### The metal 1 layer, run 1

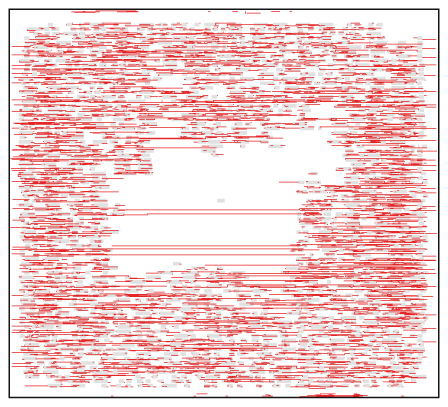
### Signal wires on met2, run 1

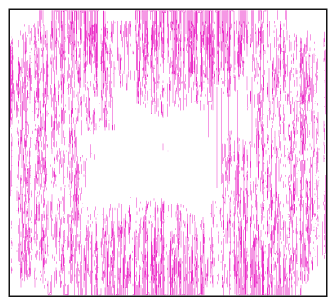
### Met3 routing, run 1

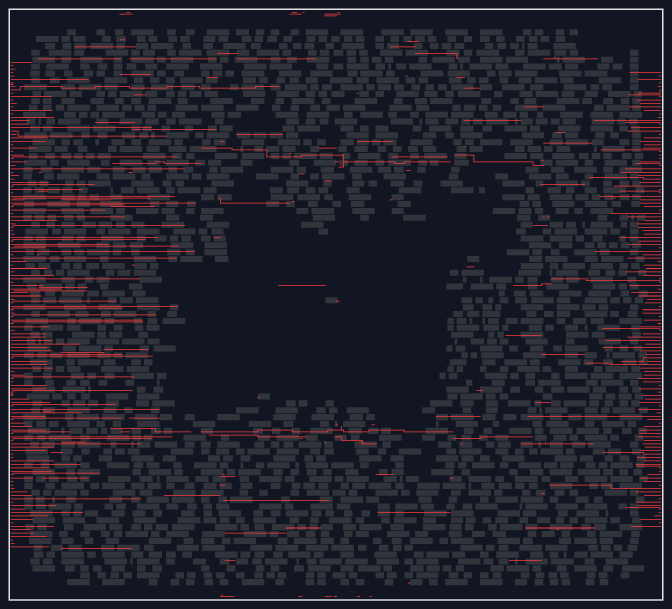
--- src/rtl/fixed_point_bit_reverse_deserializer_if.sv ---
// Stream-in / frame-out handshake bundle for the FFT input deserializer.
// The slave modport is the deserializer's view; master is the driving environment.
interface fixed_point_bit_reverse_deserializer_if #(
  parameter int n = 32,
  parameter int N = 8
);
  logic         recv_val;
  logic         recv_rdy;
  logic [n-1:0] recv_r;
  logic [n-1:0] recv_c;
  logic         send_val;
  logic         send_rdy;
  logic [n-1:0] send_r [N];
  logic [n-1:0] send_c [N];

  modport master (
    output recv_val, recv_r, recv_c, send_rdy,
    input  recv_rdy, send_val, send_r, send_c
  );

  modport slave (
    input  recv_val, recv_r, recv_c, send_rdy,
    output recv_rdy, send_val, send_r, send_c
  );
endinterface

--- src/rtl/fixed_point_bit_reverse_deserializer.sv ---
// Collects N serial complex samples and presents them as one parallel frame
// in bit-reversed lane order for the FFT butterfly stage.
module fixed_point_bit_reverse_deserializer #(
  parameter int n = 32,
  parameter int d = 16,
  parameter int N = 8
) (
  input  logic clk,
  input  logic reset,
  fixed_point_bit_reverse_deserializer_if.slave bus
);
  localparam int L = $clog2(N);
  localparam logic [L-1:0] CNT_LAST = L'(N - 1);

  if (N < 2 || (N & (N - 1)) != 0) begin : g_bad_n
    $error("N must be a power of two and at least 2");
  end
  if (d < 0 || d > n) begin : g_bad_d
    $error("d must lie between 0 and n");
  end

  typedef enum logic {FILL = 1'b0, SEND = 1'b1} state_t;

  state_t       state;
  logic [L-1:0] cnt;
  logic [L-1:0] wr_idx;
  logic         xfer;

  always_comb begin
    wr_idx = '0;
    for (int b = 0; b < L; b++) begin
      wr_idx[b] = cnt[L-1-b];
    end
  end

  // Handshakes depend only on state and reset so rdy drops the instant reset rises.
  assign bus.recv_rdy = (state == FILL) && !reset;
  assign bus.send_val = (state == SEND);
  assign xfer         = bus.recv_val && (state == FILL);

  always_ff @(posedge clk or posedge reset) begin
    if (reset) begin
      state <= FILL;
      cnt   <= '0;
    end else if (state == FILL) begin
      if (xfer) begin
        cnt <= cnt + 1'b1;
        if (cnt == CNT_LAST) begin
          state <= SEND;
        end
      end
    end else begin
      if (bus.send_rdy) begin
        state <= FILL;
      end
    end
  end

  // Each lane captures the sample whose arrival index is the bit reversal of the lane number.
  for (genvar gi = 0; gi < N; gi++) begin : g_lane
    localparam logic [L-1:0] IDX = L'(gi);
    logic [n-1:0] lane_r;
    logic [n-1:0] lane_c;

    always_ff @(posedge clk or posedge reset) begin
      if (reset) begin
        lane_r <= '0;
        lane_c <= '0;
      end else if (xfer && wr_idx == IDX) begin
        lane_r <= bus.recv_r;
        lane_c <= bus.recv_c;
      end
    end

    assign bus.send_r[gi] = lane_r;
    assign bus.send_c[gi] = lane_c;
  end
endmodule
--- src/flat_wrapper.sv ---
// flat-port wrapper written by rule: the top's interface ports become plain ports
module fixed_point_bit_reverse_deserializer_flat 
#(
  parameter int n = 32,
  parameter int d = 16,
  parameter int N = 8
)
  (clk, reset, bus_recv_val, bus_recv_r, bus_recv_c, bus_send_rdy, bus_recv_rdy, bus_send_val, bus_send_r, bus_send_c);
  fixed_point_bit_reverse_deserializer_if #(.n(n), .N(N)) bus_i ();
  input  logic clk;
  input  logic reset;
  input wire logic [$bits(bus_i.recv_val)-1:0] bus_recv_val;
  input wire logic [$bits(bus_i.recv_r)-1:0] bus_recv_r;
  input wire logic [$bits(bus_i.recv_c)-1:0] bus_recv_c;
  input wire logic [$bits(bus_i.send_rdy)-1:0] bus_send_rdy;
  output wire logic [$bits(bus_i.recv_rdy)-1:0] bus_recv_rdy;
  output wire logic [$bits(bus_i.send_val)-1:0] bus_send_val;
  output wire logic [$bits(bus_i.send_r)-1:0] bus_send_r;
  output wire logic [$bits(bus_i.send_c)-1:0] bus_send_c;
  assign bus_i.recv_val = bus_recv_val;
  assign bus_i.recv_r = bus_recv_r;
  assign bus_i.recv_c = bus_recv_c;
  assign bus_i.send_rdy = bus_send_rdy;
  assign bus_recv_rdy = bus_i.recv_rdy;
  assign bus_send_val = bus_i.send_val;
  assign bus_send_r = {>>{bus_i.send_r}};
  assign bus_send_c = {>>{bus_i.send_c}};
  fixed_point_bit_reverse_deserializer #(.n(n), .d(d), .N(N)) u_core (.clk(clk), .reset(reset), .bus(bus_i));
endmodule
--- config.mk ---
export PLATFORM = sky130hd
export DESIGN_NAME = fixed_point_bit_reverse_deserializer_flat
export DESIGN_NICKNAME = d
export VERILOG_FILES = /design/src/rtl/fixed_point_bit_reverse_deserializer_if.sv /design/src/rtl/fixed_point_bit_reverse_deserializer.sv /design/src/flat_wrapper.sv
export SDC_FILE = /design/constraint.sdc
export NUM_CORES = 1
export LEC_CHECK = 0
export ABC_CLOCK_PERIOD_IN_PS = 18000
export CELL_PAD_IN_SITES_DETAIL_PLACEMENT = 1
export CELL_PAD_IN_SITES_GLOBAL_PLACEMENT = 1
export CORE_ASPECT_RATIO = 0.9
export CORE_MARGIN = 5
export CORE_UTILIZATION = 37
export CTS_BUF_LIST = sky130_fd_sc_hd__clkbuf_8
export CTS_CLUSTER_DIAMETER = 60
export DETAILED_ROUTE_END_ITERATION = 10
export HOLD_SLACK_MARGIN = 0.1
export PLACE_DENSITY_LB_ADDON = 0.3
export SLEW_MARGIN = 15
export SYNTH_ARGS = -nofsm -noshare
export SYNTH_HDL_FRONTEND = slang
export SYNTH_SLANG_ARGS = --single-unit
--- constraint.sdc ---
create_clock -name clk -period 18 [get_ports clk]
set_input_delay 3.6 -clock clk [delete_from_list [all_inputs] [get_ports clk]]
set_output_delay 3.6 -clock clk [all_outputs]
set_load 0.005 [all_outputs]
==> impl_metrics.toml, run 1 <==
# generated from flow reports
[synthesis]
synth_area_per_cell_um2 = 18.53
largest_area_cell = "dfrtp_1"
ys_cells = 1105
synth.distinct_cells = 22
edf_count = 0
synth_adder_area_share_pct = 0.1222
top_cell_area_share_pct = 63.05
yosys-top-cells-area = "dfrtp_1 63%, mux2_4 18%, mux2_2 14%, buf_12 1.8%, mux2_1 1.3%"
yosys_warnings = 0
syn_area_mm2 = 0.02048
synth_nets = 1175
synth-async-reset-ratio_pct = 100.0
ys_sh_aoi_pct = 0.02444
synthMuxAreaShare_pct = 32.66

[worst_hold_path]
worstHoldEndpoint = "u_core.g_lane[6].lane_c[24]$_DFFE_PP0P_"
hold_depth = 1
min_from = "u_core.g_lane[6].lane_c[24]$_DFFE_PP0P_"

[placement]
hpwl_mm = 43.94
gp_congestion = 0.7831
io_buffers = 581
dpl_cell_area_mm2 = 0.02666
dpl.cell_count = 2356

[grt]
grt-busiest-layer = "met2"
grt_pass1_wl_mm = 95.63
first_global_vias = 13903
grt_util_met3_pct = 8.831
grtUsageMet2_pct = 34.59
grt_usage_pct = 21.07
antenna_found_initial = 1

[final_layout]
final_core_util_pct = 52.28
final_layout_size_suffix_gt1_share_pct = 35.54
lay_top_count = "clkdlybuf4s50_1"
lay_top_cells = "581 x clkdlybuf4s50_1, 516 x dfrtp_1, 250 x mux2_2, 240 x mux2_4, 115 x clkbuf_8"

[cts]
clkLatencyLatePin_ns = 0.70
clkSlewWorstSetupHoldPaths_ns = 0.06
cts.htree.levels = 3
cts_tree = "yes"
cts-resized-gates = 0
clock_tree.root_cell = "clkbuf_8"
cts_buffer_depth = 3
cts-buffers-inserted = 88
cts_setup_buffers = 0

[floorplan]
die_h_um = 233.2
coreArea_mm2 = 0.05452
fp.dieW_um = 258.0
chipArea_mm2 = 0.06016
placementRows = 81

[power]
power.total_uw = 5700
p_leak_uw = 0.01280

[setup_path]
r2r-end = "u_core.g_lane[3].lane_r[18]$_DFFE_PP0P_"
rr_worst_depth = 4
endpoint = "bus_recv_rdy"
crit_type = "in -> out"
cpMostUsedCell = "clkdlybuf4s50_1"
path_depth = 3
crit_start = "reset"
worstPathRequired_ns = 14.40
cp_top_family = "buffers and inverters"
critPathCaptureType = "primary output"
slowest_stage = "clkdlybuf4s50_1"
max_stage_delay_ns = 0.53

[final_timing]
max-slew-margin-rel_pct = 31.90
holdWs_ns = 0.4865
fmax_ghz = 0.1195
finalHoldViolCount = 0
finalCritPeriodShare_pct = 46.48
min_period_ns = 8.367
fin_skew_ns = 0.01849

[run_status]
status = "complete, no violations"

[flow_run]
maxCapViolations = 0
openroad.warnings = 29

[route]
post_drt_via_cell_ratio = 4.815
dr.pass1.iters = 4
dr_wl_met3_mm = 5.724
wirelength_mm = 64.47
routedWlPerCell_um = 25.59
drtAntennaViolNets = 0
topRoutingLayerUsed = "met4"
drc = 0
routed-via-count = 12129
-- 'The metal 1 layer' (at the start) --
longest straight run = 152 um
main direction = horizontal
nets with wire on the layer = 1620
wire length on this layer = 26.0 mm

-- 'Signal wires on met2' (at the start) --
share of all routed wire = 48%
nets with wire on the layer = 1778
wire length on this layer = 30.9 mm

-- 'Met3 routing' (at the start) --
main direction = horizontal
nets with wire on the layer = 307
wire length on this layer = 5720 um

-- run 1: registers in the layout (all words and copies together), names as in the netlist --
register	cells
u_core.bus.send_val	1
u_core.g_lane.lane_c	256
u_core.g_lane.lane_r	256
u_core.cnt	3
-- run 1: power breakdown --
part           switching, uW  leakage (uW)  total, uW  internal (uW)
combinational            832       0.00553       2520           1680
clock                    493       0.00107       1080            589
sequential               349       0.00620       2100           1750
-- run 1: layout make-up --
class | instances | area (um2) | share of cell area [%]
sequential | 516 | 12910 | 45.30
multi-input combinational | 533 | 6885 | 24.16
timing repair buffer | 600 | 5971 | 20.95
clock buffer | 115 | 1583 | 5.553
tap | 705 | 882.1 | 3.095
clock inverter | 46 | 255.2 | 0.8954
inverter | 2 | 11.26 | 0.03950
antenna | 2 | 5.005 | 0.01756
### M4 wires, run 1

Scale bar: 100 um.
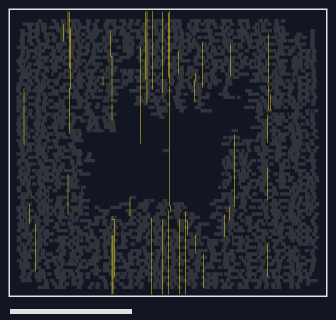

## Run 2: what changed since run 1
--- a/config.mk
+++ b/config.mk
@@ -5,7 +5,7 @@
 export SDC_FILE = /design/constraint.sdc
 export NUM_CORES = 1
 export LEC_CHECK = 0
-export ABC_CLOCK_PERIOD_IN_PS = 18000
+export ABC_CLOCK_PERIOD_IN_PS = 7500
 export CELL_PAD_IN_SITES_DETAIL_PLACEMENT = 1
 export CELL_PAD_IN_SITES_GLOBAL_PLACEMENT = 1
 export CORE_ASPECT_RATIO = 0.9
==> constraint.sdc (replaced) <==
create_clock -name clk -period 7.5 [get_ports clk]
set_input_delay 1.5 -clock clk [delete_from_list [all_inputs] [get_ports clk]]
set_output_delay 1.5 -clock clk [all_outputs]
set_load 0.005 [all_outputs]
### M4 wires, run 2

Scale bar: 100 um.
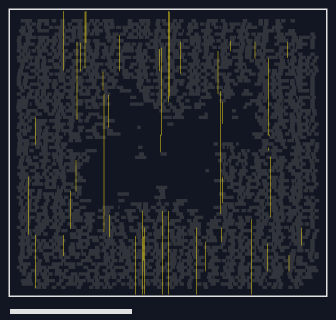
main direction = vertical
share of all routed wire = 2.7%
longest straight run = 112 um
nets with wire on the layer = 24
Detailed Route WL: 64.16 mm
routed vias: 12170

==> run 2 against run 1 <==
Die size stayed put; clock-buffer cell count is 13 lower; worst setup slack got worse by 6.3 ns; first-iteration DRC count fell by 18%; hold slack better by 0.0036 ns; global-route usage down 0.43 points; via count grew 0.34%; flip-flop count unchanged; sequential power rose by 140%; critical endpoint unchanged.
==> impl_metrics.toml, run 2 <==
# generated from flow reports
[synthesis]
ys_sh_aoi_pct = 0.02444
xor_share_pct = 0.04277
yosys_warnings = 0
edf_count = 0
synthMuxAreaShare_pct = 32.66
largest_area_cell = "dfrtp_1"
top_cell_area_share_pct = 63.05
synth_area_per_cell_um2 = 18.53
synth-async-reset-ratio_pct = 100.0
synth_adder_area_share_pct = 0.1222
synth_nets = 1175
synth.distinct_cells = 22

[cts]
cts-resized-gates = 0
clkLatencyLatePin_ns = 0.65
clock_tree.root_cell = "clkbuf_8"
clkSlewWorstSetupHoldPaths_ns = 0.06
cts_setup_buffers = 0
cts-buffers-inserted = 88
cts_tree = "yes"
cts_buffer_depth = 3

[setup_path]
cpMostUsedCell = "clkdlybuf4s50_1"
critPathCaptureType = "primary output"
r2r-end = "u_core.g_lane[3].lane_r[16]$_DFFE_PP0P_"
slowest_stage = "clkdlybuf4s50_1"
crit_type = "in -> out"
max_stage_delay_ns = 0.55
rr_worst_depth = 4
cp_top_family = "buffers and inverters"

[route]
drtAntennaViolNets = 0
dr_wl_met3_mm = 5.562
routedWlPerCell_um = 25.57
post_drt_via_cell_ratio = 4.851
drc = 0
dr.pass1.iters = 4

[flow_run]
openroad.warnings = 31
maxCapViolations = 0

[floorplan]
chipArea_mm2 = 0.06016
die_h_um = 233.2
placementRows = 81

[placement]
gp_congestion = 0.7795
dpl.cell_count = 2354

[power]
clk-power_uw = 2520
p_clk_share_pct = 18.6
power_leader = "combinational cells"
p_leak_uw = 0.01275
powerSeq_uw = 5060
p_int_uw = 9621
p_comb_uw = 6010
power.total_uw = 13590

[final_timing]
holdWs_ns = 0.4900
fmax_ghz = 0.2423
min_period_ns = 4.127
fin_skew_ns = 0.02368
max-slew-margin-rel_pct = 21.08
finalHoldViolCount = 0
finalCritPeriodShare_pct = 55.02

[grt]
grt_util_met3_pct = 8.020
first_global_vias = 13946
grt_usage_pct = 20.65
grt-busiest-layer = "met2"
grtUsageMet2_pct = 34.68
antenna_found_initial = 2

[final_layout]
lay_top_count = "clkdlybuf4s50_1"
final_layout_size_suffix_gt1_share_pct = 35.25
final_core_util_pct = 52.11
lay_top_cells = "581 x clkdlybuf4s50_1, 516 x dfrtp_1, 250 x mux2_2, 240 x mux2_4, 102 x clkbuf_8"
diodes = 0

[worst_hold_path]
hold_depth = 1
min_from = "u_core.g_lane[6].lane_r[2]$_DFFE_PP0P_"

[run_status]
status = "complete, no violations"
==> run 2: cell counts after synthesis <==
Identical to the previous run, type by type.
==> run 2: worst max-delay path by stage <==
stage,startpoint,endpoint,cells past startpoint
after detailed placement,bus_recv_val,u_core.g_lane[3].lane_r[17]$_DFFE_PP0P_,5
after global placement,bus_recv_val,u_core.g_lane[3].lane_r[16]$_DFFE_PP0P_,5
after floorplan,reset,u_core.bus.send_val$_DFF_PP0_,1
after CTS,reset,bus_recv_rdy,3
after global routing,reset,bus_recv_rdy,3
final,reset,bus_recv_rdy,3
==> run 2: area by class of cell <==
cell class              count  area [um2]
fillers                  5164       26110
flip-flops and latches    516       12910
multi-input cells         533        6885
repair buffers            598        5981
clock buffers             102        1404
well taps                 705       882.1
clock inverters            53       336.6
inverters                   2       11.26
Power is estimated from default activity; no workload was simulated.
